File: src/rtl/table_writer.sv
`default_nettype none
// ---------------------------------------------------------------------------
// table_writer : write engine for the RLECCA label tables (NEW / ADD / MERGE)
// Rev 1.0
// ---------------------------------------------------------------------------
module table_writer #(
  parameter int ADDRESS_BIT = 9,
  parameter int DATA_BIT    = 38,
  parameter int X_BIT       = 10,
  parameter int Y_BIT       = 9,
  parameter int EXTRA_BIT   = 19
) (
  input  logic                   clk,
  input  logic                   rst,
  input  logic                   op_valid,
  output logic                   op_ready,
  input  logic [1:0]             op_code,
  input  logic [ADDRESS_BIT-1:0] op_label,
  input  logic [ADDRESS_BIT-1:0] op_ha,
  input  logic [ADDRESS_BIT-1:0] op_hb,
  input  logic [ADDRESS_BIT-1:0] op_ta,
  input  logic [ADDRESS_BIT-1:0] op_tb,
  input  logic [DATA_BIT-1:0]    op_da,
  input  logic [DATA_BIT-1:0]    op_db,
  input  logic [EXTRA_BIT-1:0]   op_ea,
  input  logic [EXTRA_BIT-1:0]   op_eb,
  output logic [ADDRESS_BIT-1:0] w_raddr,
  input  logic [ADDRESS_BIT-1:0] w_rdata,
  output logic                   h_we,
  output logic                   t_we,
  output logic                   n_we,
  output logic                   d_we,
  output logic [ADDRESS_BIT-1:0] h_waddr,
  output logic [ADDRESS_BIT-1:0] t_waddr,
  output logic [ADDRESS_BIT-1:0] n_waddr,
  output logic [ADDRESS_BIT-1:0] d_waddr,
  output logic [ADDRESS_BIT-1:0] h_wdata,
  output logic [ADDRESS_BIT-1:0] t_wdata,
  output logic [ADDRESS_BIT-1:0] n_wdata,
  output logic [DATA_BIT-1:0]    d_wdata,
  output logic [EXTRA_BIT-1:0]   e_wdata,
  output logic                   HCN,
  output logic                   O,
  output logic                   err
);

  localparam logic [2:0] S_IDLE = 3'd0;
  localparam logic [2:0] S_LINK = 3'd1;
  localparam logic [2:0] S_WH   = 3'd2;
  localparam logic [2:0] S_WN   = 3'd3;
  localparam logic [2:0] S_DONE = 3'd4;

  localparam logic [1:0] OP_NEW   = 2'b00;
  localparam logic [1:0] OP_ADD   = 2'b01;
  localparam logic [1:0] OP_MERGE = 2'b10;

  localparam logic [ADDRESS_BIT:0] STEP_LIMIT = {1'b1, {ADDRESS_BIT{1'b0}}};

  function automatic logic [DATA_BIT-1:0] combine(input logic [DATA_BIT-1:0] a,
                                                   input logic [DATA_BIT-1:0] b);
    logic [X_BIT-1:0] axmin, axmax, bxmin, bxmax;
    logic [Y_BIT-1:0] aymin, aymax, bymin, bymax;
    {axmin, axmax, aymin, aymax} = a;
    {bxmin, bxmax, bymin, bymax} = b;
    return {(axmin < bxmin) ? axmin : bxmin,
            (axmax > bxmax) ? axmax : bxmax,
            (aymin < bymin) ? aymin : bymin,
            (aymax > bymax) ? aymax : bymax};
  endfunction

  function automatic logic [EXTRA_BIT-1:0] sat_add(input logic [EXTRA_BIT-1:0] a,
                                                   input logic [EXTRA_BIT-1:0] b);
    logic [EXTRA_BIT:0] s;
    s = {1'b0, a} + {1'b0, b};
    return s[EXTRA_BIT] ? {EXTRA_BIT{1'b1}} : s[EXTRA_BIT-1:0];
  endfunction

  logic [2:0]             state_q, state_d;
  logic [ADDRESS_BIT-1:0] cur_q, cur_d;
  logic [ADDRESS_BIT-1:0] ha_q, ha_d;
  logic [ADDRESS_BIT:0]   step_q, step_d;
  logic                   err_q, err_d;
  logic                   o_q, o_d;
  logic                   h_we_q, h_we_d, t_we_q, t_we_d;
  logic                   n_we_q, n_we_d, d_we_q, d_we_d;
  logic [ADDRESS_BIT-1:0] h_waddr_q, h_waddr_d, t_waddr_q, t_waddr_d;
  logic [ADDRESS_BIT-1:0] n_waddr_q, n_waddr_d, d_waddr_q, d_waddr_d;
  logic [ADDRESS_BIT-1:0] h_wdata_q, h_wdata_d, t_wdata_q, t_wdata_d;
  logic [ADDRESS_BIT-1:0] n_wdata_q, n_wdata_d;
  logic [DATA_BIT-1:0]    d_wdata_q, d_wdata_d;
  logic [EXTRA_BIT-1:0]   e_wdata_q, e_wdata_d;
  logic [DATA_BIT-1:0]    w_bbox;
  logic [EXTRA_BIT-1:0]   w_extra;

  assign w_bbox  = combine(op_da, op_db);
  assign w_extra = sat_add(op_ea, op_eb);

  // Write registers are loaded with the writes of the state being entered,
  // so each state's writes appear during the cycle that state is occupied.
  always_comb begin
    state_d   = state_q;
    cur_d     = cur_q;
    ha_d      = ha_q;
    step_d    = step_q;
    err_d     = err_q;
    o_d       = 1'b0;
    h_we_d    = 1'b0;
    t_we_d    = 1'b0;
    n_we_d    = 1'b0;
    d_we_d    = 1'b0;
    h_waddr_d = h_waddr_q;
    t_waddr_d = t_waddr_q;
    n_waddr_d = n_waddr_q;
    d_waddr_d = d_waddr_q;
    h_wdata_d = h_wdata_q;
    t_wdata_d = t_wdata_q;
    n_wdata_d = n_wdata_q;
    d_wdata_d = d_wdata_q;
    e_wdata_d = e_wdata_q;
    case (state_q)
      S_IDLE: begin
        if (op_valid) begin
          case (op_code)
            OP_NEW: begin
              h_we_d    = 1'b1;
              t_we_d    = 1'b1;
              n_we_d    = 1'b1;
              d_we_d    = 1'b1;
              h_waddr_d = op_label;
              t_waddr_d = op_label;
              n_waddr_d = op_label;
              d_waddr_d = op_label;
              h_wdata_d = op_label;
              t_wdata_d = op_label;
              n_wdata_d = op_label;
              d_wdata_d = op_da;
              e_wdata_d = op_ea;
            end
            OP_ADD: begin
              d_we_d    = 1'b1;
              d_waddr_d = op_ha;
              d_wdata_d = w_bbox;
              e_wdata_d = w_extra;
            end
            OP_MERGE: begin
              d_we_d    = 1'b1;
              d_waddr_d = op_ha;
              d_wdata_d = w_bbox;
              e_wdata_d = w_extra;
              if (op_ha == op_hb) begin
                o_d = 1'b1;
              end else begin
                state_d   = S_LINK;
                cur_d     = op_hb;
                ha_d      = op_ha;
                step_d    = '0;
                n_we_d    = 1'b1;
                n_waddr_d = op_ta;
                n_wdata_d = op_hb;
                t_we_d    = 1'b1;
                t_waddr_d = op_ha;
                t_wdata_d = op_tb;
              end
            end
            default: ;
          endcase
        end
      end
      S_LINK: begin
        state_d   = S_WH;
        h_we_d    = 1'b1;
        h_waddr_d = cur_q;
        h_wdata_d = ha_q;
        step_d    = step_q + 1'b1;
      end
      S_WH: state_d = S_WN;
      S_WN: begin
        if (w_rdata == cur_q) begin
          state_d = S_DONE;
          o_d     = 1'b1;
        end else if (step_q == STEP_LIMIT) begin
          // Set B never terminated: treat it as a corrupt list and bail out.
          state_d = S_DONE;
          o_d     = 1'b1;
          err_d   = 1'b1;
        end else begin
          state_d   = S_WH;
          cur_d     = w_rdata;
          h_we_d    = 1'b1;
          h_waddr_d = w_rdata;
          h_wdata_d = ha_q;
          step_d    = step_q + 1'b1;
        end
      end
      S_DONE:  state_d = S_IDLE;
      default: state_d = S_IDLE;
    endcase
  end

  always_ff @(posedge clk or negedge rst) begin
    if (!rst) begin
      state_q   <= S_IDLE;
      cur_q     <= '0;
      ha_q      <= '0;
      step_q    <= '0;
      err_q     <= 1'b0;
      o_q       <= 1'b0;
      h_we_q    <= 1'b0;
      t_we_q    <= 1'b0;
      n_we_q    <= 1'b0;
      d_we_q    <= 1'b0;
      h_waddr_q <= '0;
      t_waddr_q <= '0;
      n_waddr_q <= '0;
      d_waddr_q <= '0;
      h_wdata_q <= '0;
      t_wdata_q <= '0;
      n_wdata_q <= '0;
      d_wdata_q <= '0;
      e_wdata_q <= '0;
    end else begin
      state_q   <= state_d;
      cur_q     <= cur_d;
      ha_q      <= ha_d;
      step_q    <= step_d;
      err_q     <= err_d;
      o_q       <= o_d;
      h_we_q    <= h_we_d;
      t_we_q    <= t_we_d;
      n_we_q    <= n_we_d;
      d_we_q    <= d_we_d;
      h_waddr_q <= h_waddr_d;
      t_waddr_q <= t_waddr_d;
      n_waddr_q <= n_waddr_d;
      d_waddr_q <= d_waddr_d;
      h_wdata_q <= h_wdata_d;
      t_wdata_q <= t_wdata_d;
      n_wdata_q <= n_wdata_d;
      d_wdata_q <= d_wdata_d;
      e_wdata_q <= e_wdata_d;
    end
  end

  assign op_ready = (state_q == S_IDLE);
  assign w_raddr  = cur_q;
  assign h_we     = h_we_q;
  assign t_we     = t_we_q;
  assign n_we     = n_we_q;
  assign d_we     = d_we_q;
  assign h_waddr  = h_waddr_q;
  assign t_waddr  = t_waddr_q;
  assign n_waddr  = n_waddr_q;
  assign d_waddr  = d_waddr_q;
  assign h_wdata  = h_wdata_q;
  assign t_wdata  = t_wdata_q;
  assign n_wdata  = n_wdata_q;
  assign d_wdata  = d_wdata_q;
  assign e_wdata  = e_wdata_q;
  assign HCN      = h_we_q;
  assign O        = o_q;
  assign err      = err_q;

endmodule
`default_nettype wire
File: config.mk
export PLATFORM = sky130hd
export DESIGN_NAME = table_writer
export DESIGN_NICKNAME = d
export VERILOG_FILES = /design/src/rtl/table_writer.sv
export SDC_FILE = /design/constraint.sdc
export NUM_CORES = 1
export LEC_CHECK = 0
export CAP_MARGIN = 10
export CELL_PAD_IN_SITES_DETAIL_PLACEMENT = 2
export CELL_PAD_IN_SITES_GLOBAL_PLACEMENT = 2
export CORE_MARGIN = 8
export CORE_UTILIZATION = 27
export DETAILED_ROUTE_END_ITERATION = 12
export GPL_ROUTABILITY_DRIVEN = 0
export PLACE_DENSITY = 0.83
export SYNTH_ARGS = -nofsm -noshare
export SYNTH_HDL_FRONTEND = slang
export SYNTH_SLANG_ARGS = --single-unit
File: constraint.sdc
create_clock -name clk -period 3.2 [get_ports clk]
set_clock_uncertainty 0.2 [all_clocks]
set_input_delay 0.64 -clock clk [delete_from_list [all_inputs] [get_ports clk]]
set_output_delay 0.64 -clock clk [all_outputs]
set_load 0.01 [all_outputs]
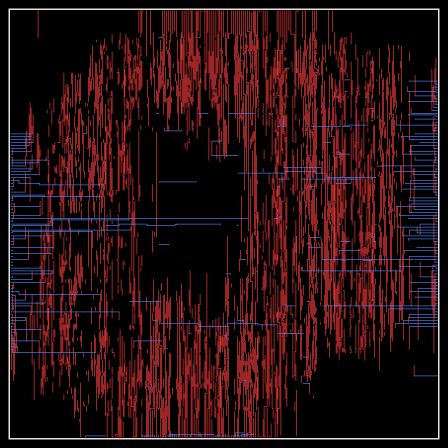
*Metal layers overlaid, run 1*
Two of the layers only.
layer	colour	wire length
met2	red	21.6 mm
met3	blue	2390 um

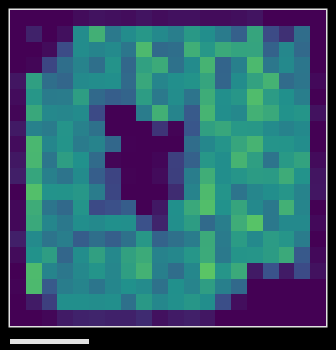
*Local utilization, run 1*
The bar under the picture is 50 um long. The die is cut into 20 by 20 equal tiles; dark purple is low, yellow is high, 0 to 100% covered.
fullest tile	73%
nearly empty tiles	17%
mean over tiles	34%

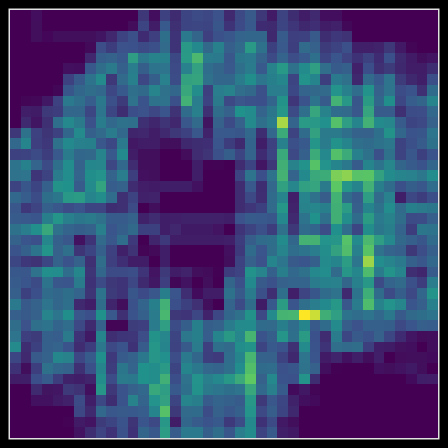
*Wire density map, run 1*
The die is cut into 40 by 40 equal tiles; dark purple is low, yellow is high, scaled to the fullest tile. Values are wire area over tile area, all layers added.
tiles over half the peak	8.4%
densest ninth of the die	right middle
mean over tiles	0.17
fullest tile	0.67

==> results.py, run 1 <==
# Flow results
metrics = {
    "setup_path": {
        "worst-path-max-fanout": 3,
        "rrSetupSlack_ns": 0.57,
        "reg2regPathDepth": 9,
        "data_required_critical_path_ns": 3.32,
        "critPathCaptureType": "flop",
        "timing.critical_path.from_type": "input pin",
        "timing.critical_path.buf_inv": 3,
        "cpPeakStageDelay_ns": 0.50,
        "crit_slowest_cell": "sky130_fd_sc_hd__clkdlybuf4s50_1",
        "timing.critical_path.arrival_ns": 3.22,
        "startpoint_of_the_worst_slack_reg_to_reg_timing_path": "w_raddr[0]",
        "cp_cell_instances": "clkdlybuf4s50_1 -> ha_1 -> inv_1 -> fa_1 -> nor2b_1 -> o31a_1 -> o21ai_1 -> o21ai_0 -> buf_4 -> o31ai_2 -> o211ai_1 -> xnor2_1 -> a21oi_1",
        "path_class": "in -> reg",
    },
    "layout": {
        "nNonClkBuffers": 404,
        "post_route_cells_drive_above_1_share": 0.127,
        "seq_share": 0.280,
        "layout.area.comb_um2": 4790,
        "finalNetCount": 1581,
        "final.signal_inverter_count": 53,
        "final.fill_count": 3608,
        "insertedDiodeCount": 2,
        "logic_gate_count": 715,
        "mostFrequentLayoutCells": "308 x sky130_fd_sc_hd__clkdlybuf4s50_1, 156 x sky130_fd_sc_hd__dfrtp_1, 129 x sky130_fd_sc_hd__a21oi_1",
        "area.sequential_um2": 3900,
        "layoutNonFillerInstCount": 1810,
        "fin_util": 0.418,
        "top_area_cell_class": "combinational gates",
        "layout.nonclk_buf_frac": 0.278,
        "clockNetworkAreaShare": 0.0444,
        "ff_count": 156,
    },
    "clock_tree": {
        "cts.sinks": 156,
        "clockRootBuffer": "sky130_fd_sc_hd__clkbuf_16",
        "cts_resized": 0,
        "cts_setup_buffers": 0,
        "cts-buffers-inserted": 17,
        "maximum_buffer_depth_of_the_clock_tree": 2,
        "cts.reportedPaths.clkPinSlew_ns": 0.08,
        "holdBufCountCts": 1,
        "cts_tree": "built",
        "worstSkewPairLatency_ns": 0.44,
    },
    "final_timing": {
        "finalHoldViolCount": 0,
        "timing.max_slew.rel_slack": 0.530,
        "fin_hold_ws_ns": 0.278,
        "final.period_utilization": 0.968,
        "fmax_mhz": 323,
        "grt_setup_unrepaired": "no",
        "finalWorstSetupSlack_ns": 0.102,
        "final-max-slew-violation-count": 0,
        "max_slew.worst_pin.slew_ns": 0.702,
        "post-route-min-period_ns": 3.10,
    },
    "die": {
        "core_region_area_um2": 33400,
        "boundaryPins": 310,
        "vertical_die_size_um": 199,
        "starting_utilization_of_the_core_area": 0.272,
        "die_x_um": 199,
    },
    "logic_synthesis": {
        "post-synth-top-area-cell": "sky130_fd_sc_hd__dfrtp_1",
        "synth_sequential_area_ratio": 0.430,
        "syn-mean-instance-area_um2": 9.34,
        "commonest_cells_in_the_synthesized_netlist": "156 x sky130_fd_sc_hd__dfrtp_1, 129 x sky130_fd_sc_hd__a21oi_1, 87 x sky130_fd_sc_hd__nand2_1",
        "yosys.area.top_type_share": 0.430,
        "synth.distinct_cells": 64,
        "synth_top_area_cells": "sky130_fd_sc_hd__dfrtp_1 43%, sky130_fd_sc_hd__ha_1 8.3%, sky130_fd_sc_hd__a21oi_1 7.1%, sky130_fd_sc_hd__mux2i_1 4.7%, sky130_fd_sc_hd__o21ai_0 4.5%",
        "postSynthNetCount": 1207,
        "ys_seq_elements": 156,
        "synth-async-reset-ratio": 1.00,
        "synthesized_netlist_cell_count": 973,
    },
    "min_path": {
        "hold_path_end": "d_wdata[29]",
        "min_delay_path_depth": 2,
        "hold_path.class": "reg -> reg",
        "worstHoldStart": "d_wdata[29]",
    },
    "routing": {
        "detail_route.wl_per_cell_um": 23.3,
        "remaining_drc_errors": 0,
        "met1_length_um": 16600,
        "antenna_left": 0,
        "wl_met3_um": 2390,
        "highest_layer": "met5",
        "drt_first_pass_iters": 4,
        "routed-via-count": 9078,
        "wl_met2_um": 21600,
        "routed_wirelength_um": 42200,
    },
    "global_routing": {
        "grt_use_total": 0.210,
        "maximum_number_of_pins_on_one_net_before_global_route_repair": 59,
        "global_route.overflow_total": 0,
        "grt_antenna_before_repair": 3,
    },
    "power_and_ir_drop": {
        "power_density_nw_per_um2": 729,
    },
    "outcome": {
        "status": "finished, final reports clean",
    },
    "placed_design": {
        "placement.setup.worst_slack_ns": -0.413,
        "detailedPlacementHpwl_um": 33200,
    },
}
run 1: registers in the layout, summed over array words and instances (netlist names):
register	count
n_wdata	9
t_waddr	9
n_we	1
t_wdata	9
d_we	1
HCN	1
O	1
d_waddr	9
n_waddr	9
e_wdata	19
w_raddr	9
step_q	10
ha_q	9
h_wdata	9
h_waddr	9
d_wdata	38
state_q	3
err	1
run 1: worst max path at each step:
stage / startpoint / end / depth (start not counted)
after detailed placement: op_ea[0] / e_wdata[1] / 11
after CTS: op_ea[0] / e_wdata[1] / 11
after global routing: op_ea[2] / e_wdata[15] / 10
after global placement: op_ea[0] / e_wdata[17] / 11
after floorplan: op_ea[9] / e_wdata[18] / 12
final: op_ea[0] / e_wdata[18] / 13
run 1: metal layers:
layer	global-route usage	up-vias
li1	-	4185
met1	0.232	4537
met2	0.378	273
met3	0.0505	81
met4	0.0907	2
met5	0	-
run 1: where the power goes:
| group | leakage [nW] | internal (W) | total, W | switching, W |
|---|---|---|---|---|
| Clock | 0.299 | 0.00113 | 0.00217 | 0.00103 |
| Sequential | 1.91 | 0.00280 | 0.00343 | 0.000636 |
| Combinational | 3.99 | 0.00242 | 0.00458 | 0.00216 |
run 1: cell families after synthesis:
logic type | Yosys count | share of synthesized area
DFF | 156 | 0.430
AOI/OAI and AO/OA | 311 | 0.207
buffers and inverters | 102 | 0.0475
adders and majority gates | 61 | 0.0848
xor gates and xnor gates | 40 | 0.0386
and+or+nand+nor | 242 | 0.123
muxes | 61 | 0.0697
run 1: metrics by stage:
step           instance area, um^2  total power (W)  setup TNS, ns
3_3_place_gp                 13300          0.00779          -4.53
2_1_floorplan                 9090          0.00513              0
3_5_place_dp                 13300          0.00806         -10.43
5_1_grt                      14000           0.0108              0
6_report                     14000           0.0102              0
4_1_cts                      13900           0.0103              0
==> run 2: changes to the inputs <==
- SLEW_MARGIN: unset -> 20
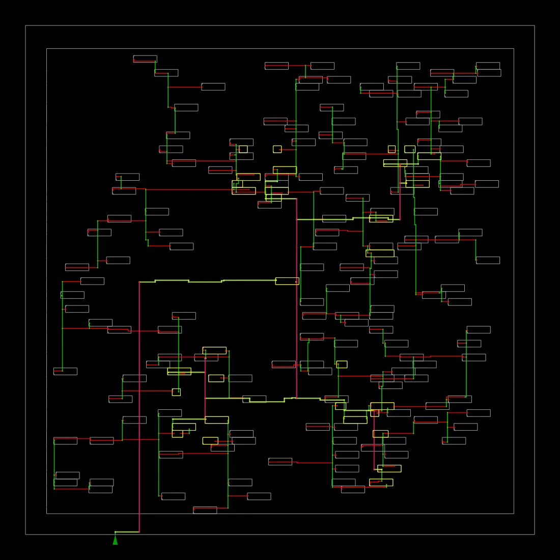
*Clock wiring as the flow saved it, run 2*
sink count of the clock tree: 156
worst-skew pair later-pin latency: 0.44 ns
sequential cell count: 156

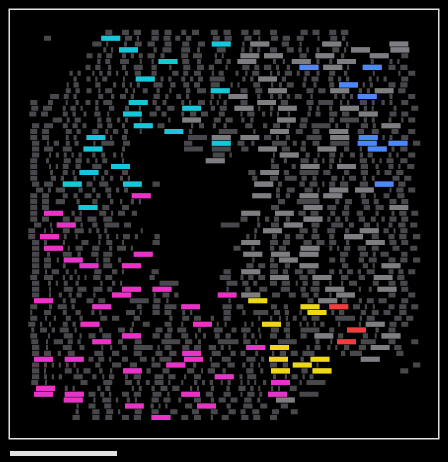
*Register map, names as in the netlist, run 2*
The bar under the picture is 50 um long. Other sequential cells in the stronger grey, the rest of the logic in the fainter grey.
name in the netlist	colour	placed flops
`d_wdata`	magenta	38
`step_q`	yellow	10
`n_wdata`	blue	9
`state_q`	red	3
`e_wdata`	cyan	19
not coloured	77

==> run 2 against run 1 <==
Combinational power hardly changed; flip-flop count stayed put; critical path depth stayed put; clock-buffer cell count stayed put; global-route usage stayed put; sequential share of layout area stayed put; via count stayed put; total power stayed put; worst setup slack stayed put; die area stayed put; synthesized cell count stayed put.
==> results.py, run 2 <==
# Flow results
metrics = {
    "final_timing": {
        "fin_hold_ws_ns": 0.278,
        "final.period_utilization": 0.968,
        "grt_setup_unrepaired": "no",
        "finalWorstSetupSlack_ns": 0.102,
        "max_slew.worst_pin.slew_ns": 0.702,
        "totalNegativeSetupSlack_ns": 0,
        "finalHoldViolCount": 0,
        "timing.max_slew.rel_slack": 0.530,
        "final-max-slew-violation-count": 0,
        "fmax_mhz": 323,
        "post-route-min-period_ns": 3.10,
    },
    "global_routing": {
        "grt_use_total": 0.210,
        "busiest_layer": "met2",
        "grt_antenna_before_repair": 3,
        "grt_use_met3": 0.0505,
        "use_met2": 0.378,
        "use_met1": 0.232,
        "global_route.overflow_total": 0,
        "maximum_number_of_pins_on_one_net_before_global_route_repair": 59,
    },
    "logic_synthesis": {
        "synth-async-reset-ratio": 1.00,
        "commonest_cells_in_the_synthesized_netlist": "156 x sky130_fd_sc_hd__dfrtp_1, 129 x sky130_fd_sc_hd__a21oi_1, 87 x sky130_fd_sc_hd__nand2_1",
        "synth_top_area_cells": "sky130_fd_sc_hd__dfrtp_1 43%, sky130_fd_sc_hd__ha_1 8.3%, sky130_fd_sc_hd__a21oi_1 7.1%, sky130_fd_sc_hd__mux2i_1 4.7%, sky130_fd_sc_hd__o21ai_0 4.5%",
        "synthesized_netlist_cell_count": 973,
        "syn-mean-instance-area_um2": 9.34,
        "ys_seq_elements": 156,
        "yosys.area.top_type_share": 0.430,
        "synth_sequential_area_ratio": 0.430,
        "postSynthNetCount": 1207,
        "synth.distinct_cells": 64,
    },
    "clock_tree": {
        "cts_setup_buffers": 0,
        "clockRootBuffer": "sky130_fd_sc_hd__clkbuf_16",
        "maximum_buffer_depth_of_the_clock_tree": 2,
        "cts-buffers-inserted": 17,
        "cts.reportedPaths.clkPinSlew_ns": 0.08,
        "cts_tree": "built",
    },
    "layout": {
        "fin_util": 0.418,
        "final.fill_count": 3608,
        "finalNetCount": 1581,
        "area.sequential_um2": 3900,
        "largest_reg_flops": 38,
        "design_area_um2": 14000,
        "post_route_cells_drive_above_1_share": 0.127,
        "layoutNonFillerInstCount": 1810,
    },
    "routing": {
        "wl_met2_um": 21600,
        "routed_wirelength_um": 42200,
        "via_per_inst": 5.02,
        "remaining_drc_errors": 0,
        "detail_route.wl_per_cell_um": 23.3,
        "routed-via-count": 9078,
        "antenna_left": 0,
        "met1_length_um": 16600,
    },
    "placed_design": {
        "placement.setup.worst_slack_ns": -0.413,
        "detailedPlacementHpwl_um": 33200,
        "placed_cell_area_um2": 13300,
    },
    "setup_path": {
        "timing.critical_path.buf_inv": 3,
        "cpPeakStageDelay_ns": 0.50,
        "timing.critical_path.from_type": "input pin",
        "cp_cell_instances": "clkdlybuf4s50_1 -> ha_1 -> inv_1 -> fa_1 -> nor2b_1 -> o31a_1 -> o21ai_1 -> o21ai_0 -> buf_4 -> o31ai_2 -> o211ai_1 -> xnor2_1 -> a21oi_1",
        "cp_num_cells": 13,
        "worst-path-max-fanout": 3,
        "reg2regPathDepth": 9,
        "path_class": "in -> reg",
        "crit_slowest_cell": "sky130_fd_sc_hd__clkdlybuf4s50_1",
        "data_required_critical_path_ns": 3.32,
    },
    "die": {
        "core_region_area_um2": 33400,
        "starting_utilization_of_the_core_area": 0.272,
        "die_x_um": 199,
        "boundaryPins": 310,
        "vertical_die_size_um": 199,
    },
    "power_and_ir_drop": {
        "final_power_w": 0.0102,
        "power_density_nw_per_um2": 729,
    },
    "outcome": {
        "status": "finished, final reports clean",
    },
    "min_path": {
        "hold_path.class": "reg -> reg",
        "min_delay_path_depth": 2,
    },
}
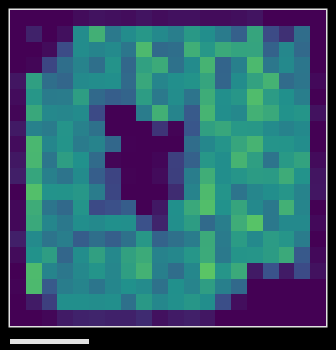
*Local utilization, run 2*
The bar under the picture is 50 um long. The die is cut into 20 by 20 equal tiles; dark purple is low, yellow is high, 0 to 100% covered.
fullest tile	73%
mean over tiles	34%
nearly empty tiles	17%

[run 2: cell counts after synthesis]
Identical to the previous run, type by type.
[run 2: tightest hold or removal path, cell delays in order (launching register included)]
cell and delay, ns:
sky130_fd_sc_hd__dfrtp_1 0.34, sky130_fd_sc_hd__nand2_1 0.05, sky130_fd_sc_hd__o21ai_0 0.06
[run 2: area by class of cell]
class                   count  share of cell area
multi-input cells         715               0.343
flip-flops and latches    156               0.280
repair buffers            404               0.278
well taps                 448              0.0402
clock buffers              17              0.0305
inverters                  53              0.0143
clock inverters            15              0.0139
diodes                      2            0.000359
[run 2: report_power, final]
group          switching (W)  internal [W]
clock network        0.00103       0.00113
logic                0.00216       0.00242
registers           0.000636       0.00280
total                0.00383       0.00635
[run 2: logic make-up (layout without fill, tap and decap cells)]
group	count (synthesis)	count (layout)	share of synthesized area
AND-OR/OR-AND	311	311	0.207
XOR/XNOR	40	40	0.0386
adder cells (fa/ha/maj)	61	61	0.0848
buffers and inverters	102	489	0.0475
flip-flops	156	156	0.430
multiplexers	61	61	0.0697
other	0	2	0
AND/OR/NAND/NOR	242	242	0.123
[run 2: path summary, 6_finish.rpt]
| check | slack, ns | startpoint | to |
|---|---|---|---|
| worst max-delay path | 0.10 | op_ea[0] | e_wdata[18] |
| worst min-delay path | 0.28 | d_wdata[29] | d_wdata[29] |
| worst max register to register | 0.57 | w_raddr[0] | step_q[8] |
| worst min register to register | 0.28 | d_wdata[29] | d_wdata[29] |
| max in group asynchronous | 1.50 | rst | d_wdata[17] |
| min in group asynchronous | 0.57 | rst | err |
[run 2: timing repair]
item / in CTS / in global routing
gates resized: 0 / 3
endpoints found under the hold margin: 1 / 0
hold buffers: 1 / 0
endpoints found under the setup margin: 0 / 19
Power is estimated from default activity; no workload was simulated.
